Figure 1. Signal wires by layer.
(4 px per um) Only two layers are drawn.
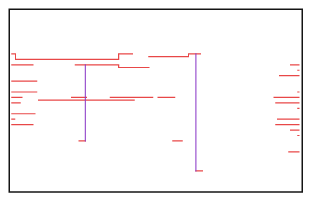
Figure 2. Logic cells by family.
(6 px per um)
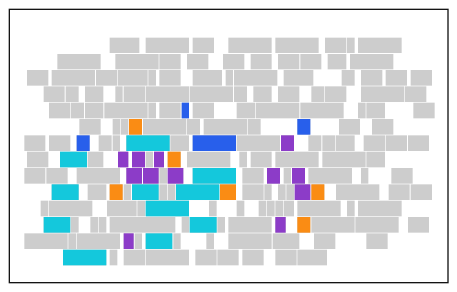
### src/rtl/toggle_cover_detect_if.sv
// Bus between a toggle-coverage detector and its driver / consumer.
//   master : drives en, clear, sig; receives the coverage outputs
//   slave  : the detector itself
// Signals: en (sampling enable), clear (coverage clear), sig (monitored
// vector), valid (per-bit toggle pulse), covered (sticky bitmap),
// cover_count (popcount of covered), all_covered, new_hit.
interface toggle_cover_detect_if #(
  parameter int WIDTH = 9
);
  localparam int CW = $clog2(WIDTH + 1);

  logic             en;
  logic             clear;
  logic [WIDTH-1:0] sig;
  logic [WIDTH-1:0] valid;
  logic [WIDTH-1:0] covered;
  logic [CW-1:0]    cover_count;
  logic             all_covered;
  logic             new_hit;

  modport master (
    output en, clear, sig,
    input  valid, covered, cover_count, all_covered, new_hit
  );

  modport slave (
    input  en, clear, sig,
    output valid, covered, cover_count, all_covered, new_hit
  );
endinterface

### src/rtl/toggle_cover_detect.sv
// Toggle coverage detector. Samples sig on every enabled cycle and flags
// each bit that changed since the previous enabled sample. Keeps a sticky
// per-bit coverage bitmap with its popcount and an all-covered flag.
// Ports:
//   clock : rising-edge clock
//   reset : synchronous, active-low reset of all state
//   bus   : toggle_cover_detect_if.slave (en, clear, sig in;
//           valid, covered, cover_count, all_covered, new_hit out)
// Parameters:
//   WIDTH      : number of monitored bits (must match the interface)
//   FIRST_ONLY : 1 = valid only pulses on the first toggle of each bit
module toggle_cover_detect #(
  parameter int WIDTH      = 9,
  parameter int FIRST_ONLY = 0
) (
  input logic                  clock,
  input logic                  reset,
  toggle_cover_detect_if.slave bus
);
  localparam int CW = $clog2(WIDTH + 1);

  function automatic logic [CW-1:0] popcount(input logic [WIDTH-1:0] v);
    logic [CW-1:0] n;
    n = '0;
    for (int i = 0; i < WIDTH; i++) begin
      n = n + CW'(v[i]);
    end
    return n;
  endfunction

  logic [WIDTH-1:0] s_q;
  logic             primed;
  logic [WIDTH-1:0] valid_p1;
  logic [WIDTH-1:0] covered_p1;
  logic [CW-1:0]    cover_count_p1;
  logic             all_covered_p1;
  logic             new_hit_p1;

  logic [WIDTH-1:0] t;
  logic [WIDTH-1:0] hit;
  logic [WIDTH-1:0] covered_next;

  // Stage p0: toggle detection against the last enabled sample. An unprimed
  // sample register holds stale or reset data, so no toggle is reported.
  always_comb begin
    t = '0;
    if (bus.en && primed && !bus.clear) begin
      t = bus.sig ^ s_q;
    end
    hit          = t & ~covered_p1;
    covered_next = covered_p1 | t;
  end

  // Stage p1: registered pulses and coverage state
  always_ff @(posedge clock) begin
    if (!reset) begin
      s_q            <= '0;
      primed         <= 1'b0;
      valid_p1       <= '0;
      covered_p1     <= '0;
      cover_count_p1 <= '0;
      all_covered_p1 <= 1'b0;
      new_hit_p1     <= 1'b0;
    end else if (bus.clear) begin
      if (bus.en) begin
        s_q <= bus.sig;
      end
      primed         <= 1'b0;
      valid_p1       <= '0;
      covered_p1     <= '0;
      cover_count_p1 <= '0;
      all_covered_p1 <= 1'b0;
      new_hit_p1     <= 1'b0;
    end else begin
      if (bus.en) begin
        s_q <= bus.sig;
      end
      primed         <= bus.en;
      valid_p1       <= (FIRST_ONLY != 0) ? hit : t;
      covered_p1     <= covered_next;
      cover_count_p1 <= popcount(covered_next);
      all_covered_p1 <= &covered_next;
      new_hit_p1     <= |hit;
    end
  end

  assign bus.valid       = valid_p1;
  assign bus.covered     = covered_p1;
  assign bus.cover_count = cover_count_p1;
  assign bus.all_covered = all_covered_p1;
  assign bus.new_hit     = new_hit_p1;
endmodule

### src/flat_wrapper.sv
// flat-port wrapper written by rule: the top's interface ports become plain ports
module toggle_cover_detect_flat 
#(
  parameter int WIDTH      = 9,
  parameter int FIRST_ONLY = 0
)
  (clock, reset, bus_en, bus_clear, bus_sig, bus_valid, bus_covered, bus_cover_count, bus_all_covered, bus_new_hit);
  toggle_cover_detect_if #(.WIDTH(WIDTH)) bus_i ();
  input logic clock;
  input logic reset;
  input wire logic [$bits(bus_i.en)-1:0] bus_en;
  input wire logic [$bits(bus_i.clear)-1:0] bus_clear;
  input wire logic [$bits(bus_i.sig)-1:0] bus_sig;
  output wire logic [$bits(bus_i.valid)-1:0] bus_valid;
  output wire logic [$bits(bus_i.covered)-1:0] bus_covered;
  output wire logic [$bits(bus_i.cover_count)-1:0] bus_cover_count;
  output wire logic [$bits(bus_i.all_covered)-1:0] bus_all_covered;
  output wire logic [$bits(bus_i.new_hit)-1:0] bus_new_hit;
  assign bus_i.en = bus_en;
  assign bus_i.clear = bus_clear;
  assign bus_i.sig = bus_sig;
  assign bus_valid = bus_i.valid;
  assign bus_covered = bus_i.covered;
  assign bus_cover_count = bus_i.cover_count;
  assign bus_all_covered = bus_i.all_covered;
  assign bus_new_hit = bus_i.new_hit;
  toggle_cover_detect #(.WIDTH(WIDTH), .FIRST_ONLY(FIRST_ONLY)) u_core (.clock(clock), .reset(reset), .bus(bus_i));
endmodule
### config.mk
export PLATFORM = sky130hd
export DESIGN_NAME = toggle_cover_detect_flat
export DESIGN_NICKNAME = d
export VERILOG_FILES = /design/src/rtl/toggle_cover_detect_if.sv /design/src/rtl/toggle_cover_detect.sv /design/src/flat_wrapper.sv
export SDC_FILE = /design/constraint.sdc
export NUM_CORES = 1
export LEC_CHECK = 0
export CAP_MARGIN = 20
export CORE_ASPECT_RATIO = 0.6
export CORE_MARGIN = 2
export CORE_UTILIZATION = 51
export CTS_CLUSTER_SIZE = 8
export DETAILED_ROUTE_END_ITERATION = 10
export PLACE_DENSITY = 0.83
export SYNTH_ARGS = -nofsm -noshare
export SYNTH_HDL_FRONTEND = slang
export SYNTH_SLANG_ARGS = --single-unit
export TNS_END_PERCENT = 5
### constraint.sdc
create_clock -name clock -period 6.9 [get_ports clock]
set_input_delay 1.725 -clock clock [delete_from_list [all_inputs] [get_ports clock]]
set_output_delay 1.725 -clock clock [all_outputs]
set_load 0.03 [all_outputs]
==> results.rst <==
Implementation results
======================

.. list-table::
   :header-rows: 1

   * - Metric
     - Value
   * - Critical path capture point type
     - register
   * - Adder-cell area share of the yosys netlist
     - 0.121
   * - Result of the run
     - completed
   * - Clock buf count
     - 6
   * - Count of buffers inserted at the top-level ports
     - 36
   * - Met3 wire length
     - 182 um
   * - Synth top area share
     - 0.469
   * - Detailed-router iteration count before antenna repair
     - 4
   * - Worst hold path depth
     - 2
   * - Worst r2r path cells
     - 15
   * - Share of post-route cells with drive strength above 1
     - 0.0656
   * - Row count
     - 14
   * - Synth Register Bits
     - 34
   * - Routed Antenna Nets
     - 0
   * - Synth Flop Type
     - sky130_fd_sc_hd__dfxtp_1
   * - Post-synthesis cell type with the largest instance count
     - sky130_fd_sc_hd__dfxtp_1
   * - Proportion of synthesized flip-flops having asynchronous set or reset
     - 0
   * - Slew at the pin with the worst max-slew slack
     - 0.471 ns
   * - AO/OA Area Share
     - 0.0724
   * - Height of the die
     - 45.3 um
   * - Tap cells
     - 32
   * - Io pins
     - 37
   * - Net count, final
     - 207
## Picture notes: Figure 1
[met3] red | wire length: 183 um
[met4] purple | wire length: 48.3 um

## Picture notes: Figure 2
[AND and OR gates] orange | cells: 6
[NAND gates] blue | cells: 4
[inverting AOI/OAI gates] purple | cells: 12
[adder and majority cells] cyan | cells: 11

## registers in the layout (all words and copies together) (netlist names)
signal                  cells
u_core.s_q                  9
u_core.bus.valid            9
u_core.bus.covered          9
u_core.bus.new_hit          1
u_core.primed               1
u_core.bus.all_covered      1
u_core.bus.cover_count      4
## stage by stage
step,area [sq um],hold slack (ns),worst slack (ns),cells,power (W)
finish,1960,0.536,1.58,215,0.000428
global route,1960,0.554,1.33,215,0.000439
CTS,1960,0.541,1.61,215,0.000431
detailed placement,1840,0.530,1.38,208,0.000247
global placement,1840,0.519,1.51,208,0.000245
floorplan,1450,0.505,2.15,143,0.000231
## report_power, final
| part | switching [W] | total [W] | internal (W) |
|---|---|---|---|
| combinational | 0.0000202 | 0.0000399 | 0.0000197 |
| clock | 0.0000690 | 0.000184 | 0.000115 |
| sequential | 0.00000268 | 0.000203 | 0.000200 |
## critical path, stage by stage
cell and delay (ns):
sky130_fd_sc_hd__clkdlybuf4s50_1 0.46, sky130_fd_sc_hd__buf_4 0.23, sky130_fd_sc_hd__nand3b_4 0.16, sky130_fd_sc_hd__o21bai_1 0.22, sky130_fd_sc_hd__ha_1 0.26, sky130_fd_sc_hd__inv_1 0.08
sky130_fd_sc_hd__fa_1 0.42, sky130_fd_sc_hd__inv_1 0.08, sky130_fd_sc_hd__fa_1 0.40, sky130_fd_sc_hd__inv_1 0.09, sky130_fd_sc_hd__fa_1 0.42, sky130_fd_sc_hd__inv_1 0.07
sky130_fd_sc_hd__ha_1 0.18, sky130_fd_sc_hd__inv_1 0.06, sky130_fd_sc_hd__fa_1 0.38, sky130_fd_sc_hd__xnor2_1 0.20, sky130_fd_sc_hd__nor2_1 0.06
Power and IR drop assume default switching activity.
